==> images/ff_map.png <==
(6 px per micron)
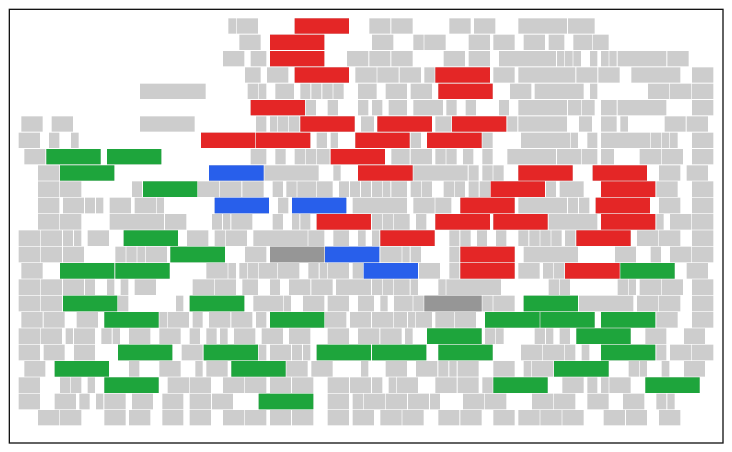
==> images/layers.png <==
(4 px per micron) Two of the layers only.
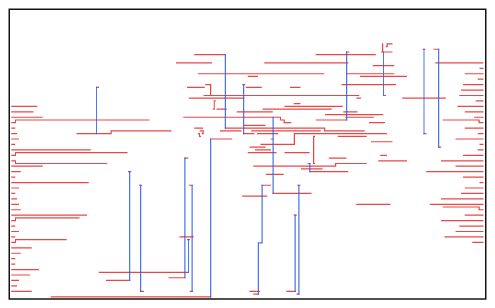
==> images/port_trees.png <==
(4 px per micron)
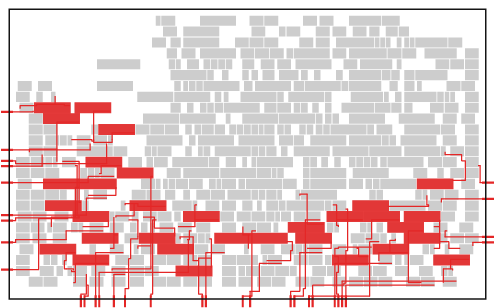
==> images/placed.png <==
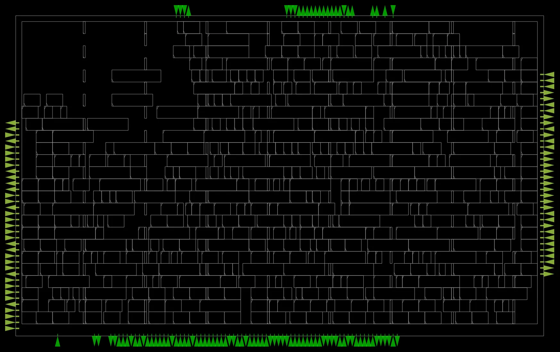
==> images/route_heat.png <==
(4 px per micron) The die is cut into 24 by 14 equal tiles; dark blue is low, red is high, scaled to the fullest tile. Values are wire area over tile area, all layers added.
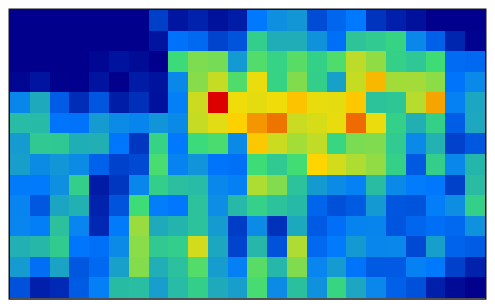
### src/rtl/regfile_wb_arbiter.sv
`default_nettype none
// ============================================================================
// Module   : regfile_wb_arbiter
// Purpose  : Shares the single register-file write port between two
//            writeback requesters (req0 = ALU, req1 = load unit) using
//            round-robin valid/ready arbitration. It also keeps a
//            per-register pending-write scoreboard so the issue stage can
//            detect RAW hazards.
// Ports    : clk, rst                   - clock, async active-high reset
//            req0_* / req1_*            - writeback requests (valid/ready,
//                                         rd, data)
//            issue_valid, issue_rd      - marks a destination pending
//            rs1_addr/rs2_addr          - source addresses to hazard-check
//            rs1_busy/rs2_busy/busy_vec - scoreboard outputs
//            we, rd_addr, rd_din        - registered register-file write port
// Revision : 1.0 - initial release
// ============================================================================
module regfile_wb_arbiter #(
    parameter int XLEN = 32,
    parameter int NREG = 32,
    parameter int AW   = 5
) (
    input  logic            clk,
    input  logic            rst,
    input  logic            req0_valid,
    output logic            req0_ready,
    input  logic [AW-1:0]   req0_rd,
    input  logic [XLEN-1:0] req0_data,
    input  logic            req1_valid,
    output logic            req1_ready,
    input  logic [AW-1:0]   req1_rd,
    input  logic [XLEN-1:0] req1_data,
    input  logic            issue_valid,
    input  logic [AW-1:0]   issue_rd,
    input  logic [AW-1:0]   rs1_addr,
    input  logic [AW-1:0]   rs2_addr,
    output logic            rs1_busy,
    output logic            rs2_busy,
    output logic [NREG-1:0] busy_vec,
    output logic            we,
    output logic [AW-1:0]   rd_addr,
    output logic [XLEN-1:0] rd_din
);

    localparam logic [AW-1:0] c_X0 = '0;

    logic            r_last_grant;   // 1'b0 = req0 won last, 1'b1 = req1
    logic            r_we;
    logic [AW-1:0]   r_rd_addr;
    logic [XLEN-1:0] r_rd_din;
    logic [NREG-1:0] r_busy;

    logic            w_grant0;
    logic            w_grant1;
    logic            w_accept;
    logic [AW-1:0]   w_sel_rd;
    logic [XLEN-1:0] w_sel_data;
    logic [NREG-1:0] w_busy_nxt;

    // Round-robin: on contention the requester that did not win last time
    // is served. Grants are masked during reset so nothing is handshaken
    // while state is being cleared.
    always_comb begin
        w_grant0 = 1'b0;
        w_grant1 = 1'b0;
        if (!rst) begin
            w_grant0 = req0_valid && (!req1_valid || r_last_grant);
            w_grant1 = req1_valid && (!req0_valid || !r_last_grant);
        end
    end

    assign req0_ready = w_grant0;
    assign req1_ready = w_grant1;
    assign w_accept   = w_grant0 || w_grant1;
    assign w_sel_rd   = w_grant1 ? req1_rd   : req0_rd;
    assign w_sel_data = w_grant1 ? req1_data : req0_data;

    // Write port and arbitration history. rd_addr/rd_din hold when idle.
    always_ff @(posedge clk or posedge rst) begin
        if (rst) begin
            r_last_grant <= 1'b1;
            r_we         <= 1'b0;
            r_rd_addr    <= '0;
            r_rd_din     <= '0;
        end else begin
            r_we <= 1'b0;
            if (w_accept) begin
                r_last_grant <= w_grant1;
                r_we         <= (w_sel_rd != c_X0);
                r_rd_addr    <= w_sel_rd;
                r_rd_din     <= w_sel_data;
            end
        end
    end

    // Scoreboard next state: the clear (write committing this edge) is
    // applied first so that a same-index issue on the same edge overrides
    // it -- the newer producer is still outstanding.
    always_comb begin
        w_busy_nxt = r_busy;
        if (r_we) begin
            w_busy_nxt[r_rd_addr] = 1'b0;
        end
        if (issue_valid && (issue_rd != c_X0)) begin
            w_busy_nxt[issue_rd] = 1'b1;
        end
        w_busy_nxt[0] = 1'b0;
    end

    always_ff @(posedge clk or posedge rst) begin
        if (rst) begin
            r_busy <= '0;
        end else begin
            r_busy <= w_busy_nxt;
        end
    end

    assign busy_vec = r_busy;
    assign rs1_busy = (rs1_addr != c_X0) && r_busy[rs1_addr];
    assign rs2_busy = (rs2_addr != c_X0) && r_busy[rs2_addr];
    assign we       = r_we;
    assign rd_addr  = r_rd_addr;
    assign rd_din   = r_rd_din;

endmodule
`default_nettype wire

### config.mk
export PLATFORM = sky130hd
export DESIGN_NAME = regfile_wb_arbiter
export DESIGN_NICKNAME = d
export VERILOG_FILES = /design/src/rtl/regfile_wb_arbiter.sv
export SDC_FILE = /design/constraint.sdc
export NUM_CORES = 1
export LEC_CHECK = 0
export CAP_MARGIN = 30
export CORE_ASPECT_RATIO = 0.6
export CORE_UTILIZATION = 45
export DETAILED_ROUTE_END_ITERATION = 16
export PLACE_DENSITY = 0.86
export SYNTH_ARGS = -nofsm -noshare
export SYNTH_HDL_FRONTEND = slang
export SYNTH_SLANG_ARGS = --single-unit
### constraint.sdc
create_clock -name clk -period 7.2 [get_ports clk]
set_input_delay 2.16 -clock clk [delete_from_list [all_inputs] [get_ports clk]]
set_output_delay 2.16 -clock clk [all_outputs]
set_load 0.005 [all_outputs]
==> metrics.csv <==
stage,metric,value,unit
logic_synthesis,top_area_frac,0.469,
power_and_ir_drop,totalPowerFinal,1.55,mW
clock_tree,cts_setup_buffers,0,
worst_setup_path,cp_num_buf_inv,2,
clock_tree,clockBufferDepth,2,
timing,hold_violations,0,
clock_tree,cts_sinks,70,
power_and_ir_drop,power_frac_comb,0.322,
power_and_ir_drop,powerDensity,272,nW/um^2
run,tool_warnings,26,
route,dr.pass1.iters,5,
floorplan,die_w,119,microns
logic_synthesis,ys_area,3680,sq um
timing,rsz0062_at_grt,false,
timing,skew,0.00582,ns
logic_synthesis,async_flop_share,1.00,
floorplan,dieArea,8550,sq um
logic_synthesis,ys_types,38,
global_routing,grt_max_degree,72,
worst_setup_path,crit_path_end_kind,output pin,
power_and_ir_drop,irDropWorstVdd,0.000132,V
global_routing,grt_pass1_vias,3634,
clock_tree,cts_tree,done,
global_routing,overflow,0,
floorplan,fp_util,0.467,
worst_setup_path,crit_family,buffers and inverters,
worst_setup_path,cpMaxStageDelayCell,clkdlybuf4s50_1,
route,vias_per_cell,5.79,
timing,max_freq,0.151,GHz
clock_tree,clk_pin_slew_worst_paths,0.05,ns
worst_hold_path,hp-class,flop to flop,
worst_setup_path,path_class,primary input to output pin,
logic_synthesis,ys_cells,356,
logic_synthesis,yosysTopAreaCell,dfrtp_1,
logic_synthesis,topCellsByArea,"dfrtp_1 47%, o21ai_0 14%, mux2i_1 11%",
logic_synthesis,yosysWarningCount,0,
clock_tree,insertion_delay,0.32,ns
worst_setup_path,crit_path_start_kind,primary input,
timing,finalMaxSlewViolations,0,
worst_setup_path,cp_cell_sequence,"clkdlybuf4s50_1, mux4_2, mux2_2, nand3b_1, nand4_1, clkdlybuf4s50_1",
route,drt_iter0_drc,389,
power_and_ir_drop,cellLeakagePower,2.39,nW
timing,finalCriticalPeriod,6.62,ns
timing,setup-tns-final,0,ns
final_layout,syn_to_final_growth,54.9,%
logic_synthesis,syn_inst,356,
placement,place_congestion,0.923,
power_and_ir_drop,swShare,0.293,
clock_tree,cts_hold_buffers,0,
worst_setup_path,critPathMaxFanout,9,
power_and_ir_drop,switchingPower,0.454,mW
logic_synthesis,floorplan.nets,450,
timing,finalSetupViolCount,0,
clock_tree,cts_buffers,9,
worst_setup_path,crit_arrival,4.46,ns
logic_synthesis,ys_seq_frac,0.477,
clock_tree,cts_max_level,3,
logic_synthesis,syn_area_per_cell,10.3,sq um
global_routing,antenna_found_initial,0,
floorplan,rows,25,
placement,hpwl,8620,microns
global_routing,grt_pass1_wl,18900,microns
worst_setup_path,worst_path_largest_cell_delay,0.80,ns
timing,max_slew_margin,0.387,
route,routed_wl,11600,microns
floorplan,die_y,72.0,microns
timing,tightest_slew,0.920,ns
global_routing,grt.total_usage,0.287,
power_and_ir_drop,clockPowerShare,0.285,
power_and_ir_drop,p_int,1.10,mW
logic_synthesis,ys_top_cells_by_count,"101 x o21ai_0, 69 x dfrtp_1, 46 x nand2_1, 40 x mux2i_1",
worst_setup_path,crit_top_cell,clkdlybuf4s50_1,
clock_tree,post_cts_resized,0,
run_status,status,finished clean,
logic_synthesis,syn-cell-area,3680,sq um
logic_synthesis,synth-seq-cells,70,
logic_synthesis,synth.most_common_cell,o21ai_0,
power_and_ir_drop,pwr-share-seq,0.393,
logic_synthesis,edf_count,0,
worst_setup_path,crit_required,5.04,ns
logic_synthesis,ff_type,dfrtp_1,
final_layout,drive_gt1_frac,0.0772,
clock_tree,cts-root-buf,clkbuf_16,
route,ant_nets,0,
timing,fin_crit_sh,0.919,
route,drc_errors,0,
final_layout,finalNetCount,607,
run,maxCapViolations,0,
final_layout,insertedDiodeCount,0,
Notes on ff_map.png above:
legend:
  red:
    netlist_name: busy_vec
    placed_flops: 31
  green:
    netlist_name: rd_din
    placed_flops: 32
  blue:
    netlist_name: rd_addr
    placed_flops: 5
    where: middle
not coloured: 2
register share of the cell area: 0.308
utilization after layout: 0.723
sequential logic power: 0.610 mW
Storage cell area: 1750 sq um

Notes on layers.png above:
legend:
  red:
    layer: M3
    wire_length: 1120 microns
  blue:
    layer: M4
    wire_length: 369 microns
WL/cell: 18.6 microns
via count: 3622

Notes on port_trees.png above:
legend:
  red:
    port: rd_din
    bits: 32
    direction: output
    end_cells: 32
    buffers: 32
    wire: 1060 microns
IO buf count: 166
Top Ports: 168

Notes on placed.png above:
seq_cells: 70
Finished Layout Cells: 626
core footprint: 7880 sq um
Tap Count: 108

Notes on route_heat.png above:
nearly empty tiles: 8.6%
mean over tiles: 0.23
emptiest ninth of the die: top left

## cell type report
type,count,area (sq um)
clock buffer,12,256
clock inverter,4,45.0
fill,587,2190
inverter,4,15.0
multi-input combinational,259,1810
sequential,70,1750
tap,108,135
timing repair buffer,169,1680
## cells by family after synthesis
kind of cell / share of synthesized area
buf+inv: 0.0354
mux: 0.203
simple gates: 0.124
flops: 0.477
compound gates: 0.161
other cells: 0.00102
## power by group through the flow
| stage | clock network (mW) | registers [mW] | logic, mW |
|---|---|---|---|
| floorplan | 0 | 0.571 | 0.196 |
| global placement | 0 | 0.609 | 0.477 |
| detailed placement | 0 | 0.611 | 0.495 |
| CTS | 0.445 | 0.606 | 0.500 |
| global route | 0.461 | 0.621 | 0.542 |
| finish | 0.441 | 0.610 | 0.500 |
## final timing paths
| path | slack, ns | cells after the start | endpoint | startpoint |
|---|---|---|---|---|
| worst min-delay path | 0.47 | 2 | rd_din[22]$_DFFE_PP0P_ | rd_din[22]$_DFFE_PP0P_ |
| worst max-delay path | 0.58 | 6 | rs2_busy | rs2_addr[0] |
| worst max register to register | 5.39 | 4 | rd_din[19]$_DFFE_PP0P_ | r_last_grant$_DFFE_PP1P_ |
| worst min register to register | 0.47 | 2 | rd_din[22]$_DFFE_PP0P_ | rd_din[22]$_DFFE_PP0P_ |
| max in group asynchronous | 4.11 | 3 | busy_vec[3]$_DFF_PP0_ | rst |
| min in group asynchronous | 2.48 | 3 | rd_din[7]$_DFFE_PP0P_ | rst |
## tightest hold or removal path, delay by kind of cell, from the launching register on
family           cells  cell delay, ns
AND-OR/OR-AND        1            0.06
AND/OR/NAND/NOR      1            0.04
flip-flops           1            0.34
## flip-flops by register name, indices dropped and copies added, names as in the netlist
name	flops
r_last_grant	1
rd_din	32
rd_addr	5
we	1
busy_vec	31
## metrics by stage
stage	cell area [sq um]	hold slack [ns]	utilization	setup slack, ns	std cells
after floorplan	3680	0.470	-	1.02	356
after global placement	5400	0.463	0.684	0.643	610
after detailed placement	5400	0.469	0.684	0.585	610
after CTS	5700	0.481	0.723	0.577	626
after global routing	5700	0.493	0.723	0.482	626
final	5700	0.473	0.723	0.580	626
## metal layers
metal / routed length [microns] / up-vias / track usage
met5: 0 / - / 0
met4: 368 / 0 / 0.134
met3: 1120 / 39 / 0.0770
met2: 5440 / 222 / 0.460
met1: 4700 / 1743 / 0.370
li1: - / 1618 / -
## cells in the final DEF (no fill, tap or decap), types with 3 or more instances in the layout
cell             instances
o21ai_0                100
dfrtp_1                 69
clkbuf_16                9
buf_4                    3
nand3b_1                11
or3b_2                   3
a21oi_1                  4
clkdlybuf4s50_1        166
nand2_1                 46
mux4_2                  12
mux2i_1                 40
nand3_1                  4
nor2_1                   9
clkinv_2                 3
inv_1                    3
Power and IR drop assume default switching activity.
